===== config.mk =====
export PLATFORM = sky130hd
export DESIGN_NAME = regfile_wb_arbiter_flat
export DESIGN_NICKNAME = d
export VERILOG_FILES = /design/src/rtl/regfile_wb_arbiter_if.sv /design/src/rtl/regfile_wb_arbiter.sv /design/src/flat_wrapper.sv
export SDC_FILE = /design/constraint.sdc
export NUM_CORES = 1
export LEC_CHECK = 0
export CAP_MARGIN = 10
export CORE_AREA = 5 5 71 137
export CTS_BUF_LIST = sky130_fd_sc_hd__clkbuf_16
export DETAILED_ROUTE_END_ITERATION = 8
export DIE_AREA = 0 0 76 142
export GPL_TIMING_DRIVEN = 0
export HOLD_SLACK_MARGIN = 0.05
export PLACE_DENSITY = 0.8
export RECOVER_POWER = 50
export SLEW_MARGIN = 20
export SYNTH_ARGS = -nofsm -noshare
export SYNTH_HDL_FRONTEND = slang
export SYNTH_SLANG_ARGS = --single-unit

===== constraint.sdc =====
create_clock -name clk -period 5.65 [get_ports clk]
set_clock_uncertainty 0.05 [all_clocks]
set_input_delay 1.13 -clock clk [delete_from_list [all_inputs] [get_ports clk]]
set_output_delay 1.13 -clock clk [all_outputs]
set_load 0.05 [all_outputs]

===== src/rtl/regfile_wb_arbiter_if.sv =====
// Write-back bus between N_REQ requesters, the arbiter and the register-file write port.
// Carries the requester handshakes, the output write stage and the scoreboard query.
interface regfile_wb_arbiter_if #(
  parameter int unsigned N_REQ = 3
);
  logic [N_REQ-1:0]    req_valid;
  logic [N_REQ-1:0]    req_ready;
  logic [5*N_REQ-1:0]  req_addr;
  logic [32*N_REQ-1:0] req_data;
  logic [2*N_REQ-1:0]  req_size;
  logic                wr_valid;
  logic                rf_ready;
  logic [4:0]          wr_addr;
  logic [31:0]         wr_data;
  logic [3:0]          wr_be;
  logic [4:0]          query_addr;
  logic                query_busy;

  modport master (
    output req_valid, req_addr, req_data, req_size, rf_ready, query_addr,
    input  req_ready, wr_valid, wr_addr, wr_data, wr_be, query_busy
  );

  modport slave (
    input  req_valid, req_addr, req_data, req_size, rf_ready, query_addr,
    output req_ready, wr_valid, wr_addr, wr_data, wr_be, query_busy
  );
endinterface


===== src/rtl/regfile_wb_arbiter.sv =====
// Arbitrates N_REQ write-back requesters onto one registered register-file write port.
// Build option RF_WB_ARB_FIXED_PRIO_EN selects lowest-index-wins instead of round-robin.
module regfile_wb_arbiter #(
  parameter int unsigned N_REQ = 3
) (
  input  logic                 clk,
  input  logic                 rst,
  regfile_wb_arbiter_if.slave  bus
);
  localparam int unsigned PW = $clog2(N_REQ);

  logic          wr_valid_q, wr_valid_d;
  logic [4:0]    wr_addr_q,  wr_addr_d;
  logic [31:0]   wr_data_q,  wr_data_d;
  logic [3:0]    wr_be_q,    wr_be_d;
  logic [PW-1:0] ptr_q;

  logic          slot_free;
  logic          grant_vld;
  logic [PW-1:0] grant_idx;
  logic [4:0]    sel_addr;
  logic [31:0]   sel_data;
  logic [1:0]    sel_size;
  logic [3:0]    sel_be;
  logic          busy;

`ifdef RF_WB_ARB_FIXED_PRIO_EN
  assign ptr_q = '0;
`else
  logic [PW-1:0] ptr_d;
`endif

  // Two scans give the wrapped search: indices at/after ptr first, then the lowest valid.
  always_comb begin
    slot_free = !wr_valid_q || bus.rf_ready;
    grant_vld = 1'b0;
    grant_idx = '0;
    if (slot_free && !rst) begin
      for (int unsigned i = 0; i < N_REQ; i++) begin
        if (!grant_vld && bus.req_valid[i] && (i >= 32'(ptr_q))) begin
          grant_vld = 1'b1;
          grant_idx = PW'(i);
        end
      end
      for (int unsigned i = 0; i < N_REQ; i++) begin
        if (!grant_vld && bus.req_valid[i]) begin
          grant_vld = 1'b1;
          grant_idx = PW'(i);
        end
      end
    end
  end

  always_comb begin
    bus.req_ready = '0;
    sel_addr      = '0;
    sel_data      = '0;
    sel_size      = '0;
    for (int unsigned i = 0; i < N_REQ; i++) begin
      if (grant_vld && (grant_idx == PW'(i))) begin
        bus.req_ready[i] = 1'b1;
        sel_addr         = bus.req_addr[5*i +: 5];
        sel_data         = bus.req_data[32*i +: 32];
        sel_size         = bus.req_size[2*i +: 2];
      end
    end
  end

  always_comb begin
    case (sel_size)
      2'b01:   sel_be = 4'b0011;
      2'b10:   sel_be = 4'b0001;
      default: sel_be = 4'b1111;
    endcase
  end

  // A granted r0 beat is consumed but behaves like an idle cycle for the output stage.
  always_comb begin
    wr_valid_d = wr_valid_q;
    wr_addr_d  = wr_addr_q;
    wr_data_d  = wr_data_q;
    wr_be_d    = wr_be_q;
    if (grant_vld && (sel_addr != 5'd0)) begin
      wr_valid_d = 1'b1;
      wr_addr_d  = sel_addr;
      wr_data_d  = sel_data;
      wr_be_d    = sel_be;
    end else if (bus.rf_ready) begin
      wr_valid_d = 1'b0;
    end
  end

`ifndef RF_WB_ARB_FIXED_PRIO_EN
  always_comb begin
    ptr_d = ptr_q;
    if (grant_vld) begin
      ptr_d = (grant_idx == PW'(N_REQ - 1)) ? '0 : grant_idx + PW'(1);
    end
  end
`endif

  always_ff @(posedge clk) begin
    if (rst) begin
      wr_valid_q <= 1'b0;
      wr_addr_q  <= '0;
      wr_data_q  <= '0;
      wr_be_q    <= '0;
`ifndef RF_WB_ARB_FIXED_PRIO_EN
      ptr_q      <= '0;
`endif
    end else begin
      wr_valid_q <= wr_valid_d;
      wr_addr_q  <= wr_addr_d;
      wr_data_q  <= wr_data_d;
      wr_be_q    <= wr_be_d;
`ifndef RF_WB_ARB_FIXED_PRIO_EN
      ptr_q      <= ptr_d;
`endif
    end
  end

  always_comb begin
    busy = wr_valid_q && (wr_addr_q == bus.query_addr);
    for (int unsigned i = 0; i < N_REQ; i++) begin
      if (bus.req_valid[i] && (bus.req_addr[5*i +: 5] == bus.query_addr)) begin
        busy = 1'b1;
      end
    end
    if (bus.query_addr == 5'd0) begin
      busy = 1'b0;
    end
  end

  assign bus.query_busy = busy;
  assign bus.wr_valid   = wr_valid_q;
  assign bus.wr_addr    = wr_addr_q;
  assign bus.wr_data    = wr_data_q;
  assign bus.wr_be      = wr_be_q;
endmodule


===== src/flat_wrapper.sv =====
// flat-port wrapper written by rule: the top's interface ports become plain ports
module regfile_wb_arbiter_flat 
#(
  parameter int unsigned N_REQ = 3
)
  (clk, rst, bus_req_valid, bus_req_addr, bus_req_data, bus_req_size, bus_rf_ready, bus_query_addr, bus_req_ready, bus_wr_valid, bus_wr_addr, bus_wr_data, bus_wr_be, bus_query_busy);
  regfile_wb_arbiter_if #(.N_REQ(N_REQ)) bus_i ();
  input  logic clk;
  input  logic rst;
  input wire logic [$bits(bus_i.req_valid)-1:0] bus_req_valid;
  input wire logic [$bits(bus_i.req_addr)-1:0] bus_req_addr;
  input wire logic [$bits(bus_i.req_data)-1:0] bus_req_data;
  input wire logic [$bits(bus_i.req_size)-1:0] bus_req_size;
  input wire logic [$bits(bus_i.rf_ready)-1:0] bus_rf_ready;
  input wire logic [$bits(bus_i.query_addr)-1:0] bus_query_addr;
  output wire logic [$bits(bus_i.req_ready)-1:0] bus_req_ready;
  output wire logic [$bits(bus_i.wr_valid)-1:0] bus_wr_valid;
  output wire logic [$bits(bus_i.wr_addr)-1:0] bus_wr_addr;
  output wire logic [$bits(bus_i.wr_data)-1:0] bus_wr_data;
  output wire logic [$bits(bus_i.wr_be)-1:0] bus_wr_be;
  output wire logic [$bits(bus_i.query_busy)-1:0] bus_query_busy;
  assign bus_i.req_valid = bus_req_valid;
  assign bus_i.req_addr = bus_req_addr;
  assign bus_i.req_data = bus_req_data;
  assign bus_i.req_size = bus_req_size;
  assign bus_i.rf_ready = bus_rf_ready;
  assign bus_i.query_addr = bus_query_addr;
  assign bus_req_ready = bus_i.req_ready;
  assign bus_wr_valid = bus_i.wr_valid;
  assign bus_wr_addr = bus_i.wr_addr;
  assign bus_wr_data = bus_i.wr_data;
  assign bus_wr_be = bus_i.wr_be;
  assign bus_query_busy = bus_i.query_busy;
  regfile_wb_arbiter #(.N_REQ(N_REQ)) u_core (.clk(clk), .rst(rst), .bus(bus_i));
endmodule

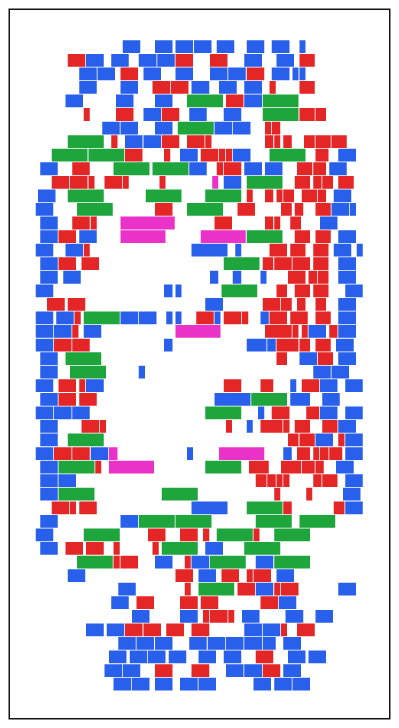
Fig. 1. Cells coloured by class (run 1).
[all other logic] red | cells: 189 | share of their area: 33%
[clock drivers and dummy loads] magenta | cells: 8 | share of their area: 3.8%
[flip-flops] green | cells: 43 | share of their area: 20%
[other buffers and delay cells] blue | cells: 197 | share of their area: 43%

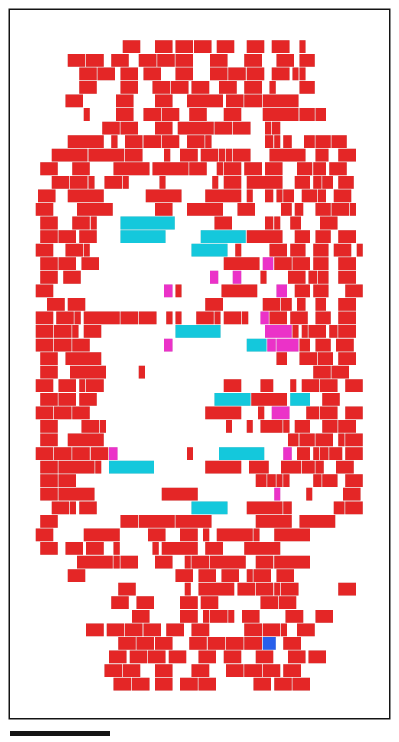
Fig. 2. Cells by drive strength (run 1).
The bar under the picture is 20 um long.
[drive 3 to 4] blue | cells: 1
[drive 6 and up] cyan | cells: 11
[drive 2] magenta | cells: 14
[drive 1 or less] red | cells: 411

==> run summary, run 1 <==
PortBufs = 168
Main logic family after synthesis = AND-OR/OR-AND gates
Tightest Hold Check Type = reg2reg
Diodes inserted = 0
Pre-CTS WS = 508.8 ps
Syn Inst Count = 261
Outcome = completed
Mux area share = 13.84%
Initial DRC count = 192
CP max stage delay = 860 ps
Setup crit end = bus_req_ready[0]
Largest net degree at the start of global routing = 14
Worst path slowest cell = clkdlybuf4s50_1
Die H = 142 um
Ports = 174
Seq/Total Area, Yosys = 34.87%
Chip area = 10790 um^2
GPL Wtd Cong = 0.9582
Power, Total = 1.262 mW
Worst R2R Start = u_core.bus.wr_valid
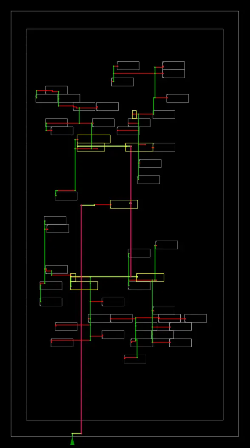
Fig. 3. Clock wiring as the flow saved it (run 1).
Flops: 43
clkbuf count: 5
clock-net power: 0.319 mW
CTS buffer count: 5
TritonCTS Sinks: 43

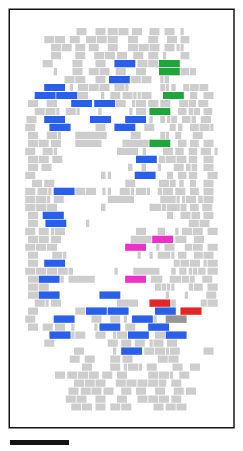
Fig. 4. Where the registers sit (run 1).
The bar under the picture is 20 um long. Other sequential cells in the stronger grey, the rest of the logic in the fainter grey.
[u_core.ptr_q] red | placed flops: 2
[u_core.bus.wr_data] blue | placed flops: 32
[u_core.bus.wr_addr] green | placed flops: 5
[u_core.bus.wr_be] magenta | placed flops: 3
not coloured: 1
Seq. pwr: 0.379 mW
Seq area share: 19.39%
post-layout util: 51.69%
register area: 860.8 um^2

-- run 1: area by class of cell --
class,instances,area share (%)
Buffer,29,4.171
Multi-Input combinational cell,187,31.88
Clock buffer,5,2.818
Clock inverter,3,0.8737
Inverter,2,0.1691
Sequential cell,43,19.39
Timing Repair Buffer,168,37.88
Tap cell,100,2.818
-- run 1: routing by layer --
layer | GRT usage [%] | wire [um]
met5 | 0 | 0
met1 | 16.65 | 3389
met4 | 8.443 | 340
met3 | 4.119 | 607
met2 | 35.67 | 5897
-- run 1: power breakdown --
part           internal (mW)  switching (mW)
registers              0.351          0.0277
clock network          0.206           0.113
logic                  0.236           0.328
==> inputs of run 2 (changes only) <==
Settings changed: SKIP_CTS_REPAIR_TIMING set to 1, SLEW_MARGIN 20 to 10, TNS_END_PERCENT set to 5.
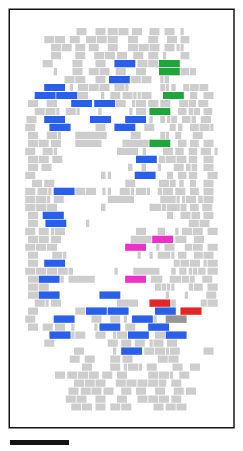
Fig. 5. Where the registers sit (run 2).
The bar under the picture is 20 um long. Other sequential cells in the stronger grey, the rest of the logic in the fainter grey.
[u_core.bus.wr_be] magenta | placed flops: 3
[u_core.bus.wr_data] blue | placed flops: 32
[u_core.ptr_q] red | placed flops: 2
[u_core.bus.wr_addr] green | placed flops: 5

==> run 2 against run 1 <==
Against the previous run:
- non-clock buffer count did not move
- routed wire length unchanged
- cell count unchanged
- core utilization is the same
- register-to-register slack barely moved
- combinational power hardly changed
- synthesized area did not move
- global-route usage unchanged
- critical path type unchanged
==> run summary, run 2 <==
Outcome = completed
Diodes inserted = 0
Reg power frac = 30.0%
Met3 Use GR = 4.119%
# Taps = 100
Non-clk bufs = 197
Flops = 43
Grt peak-use layer = met2
Ports = 174
Power Combinational = 0.564 mW
Logic pwr share = 44.7%
PortBufs = 168
Met3 Routed Length = 607 um
CP max stage delay = 860 ps
Seq area share = 19.39%
Worst path slowest cell = clkdlybuf4s50_1
Top layer in use = met4
Setup crit end = bus_req_ready[0]
Non-clk invs = 2
Top pwr grp = combinational logic
Initial DRC count = 192
Seq. pwr = 0.379 mW
Worst R2R Start = u_core.bus.wr_valid
Comb gates = 187
Met2 WL = 5897 um
Syn Inst Count = 261
Switching Share = 37.15%
Clkbuf count = 5
Largest class = non-clock buffers
Chip area = 10790 um^2
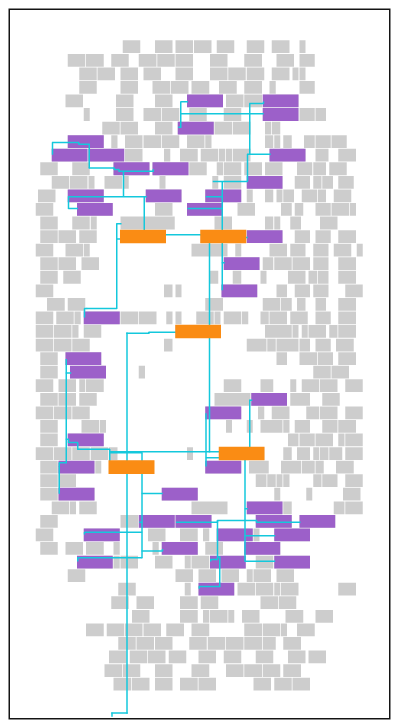
Fig. 6. Clock distribution (run 2).
[clock wires] cyan | length: 575 um
[flip-flops] purple | count: 43
[cells driving clock nets] orange | count: 5
routed clock nets: 6
Clock Power Share: 25.3%
Clock Latency Late Sink: 280 ps

run 2: cell counts in the layout (fill, tap and decap cells not counted):
No cell type changed its count.
run 2: cell families after synthesis:
| kind of cell | after synthesis | synth area share (%) |
|---|---|---|
| XOR/XNOR | 20 | 7.095 |
| AND/OR/NAND/NOR | 67 | 12.37 |
| adder cells (fa/ha/maj) | 1 | 0.5068 |
| multiplexers | 34 | 13.84 |
| AND-OR/OR-AND | 65 | 23.52 |
| buffers and inverters | 31 | 7.805 |
| flip-flops | 43 | 34.87 |
run 2: worst max-delay path: cells and delay by family:
family | cells | cell delay [ps]
AND-OR/OR-AND | 1 | 310
buffers and inverters | 5 | 2200
AND/OR/NAND/NOR | 2 | 320
No activity file was given, so power comes from the tool's default toggle rates.
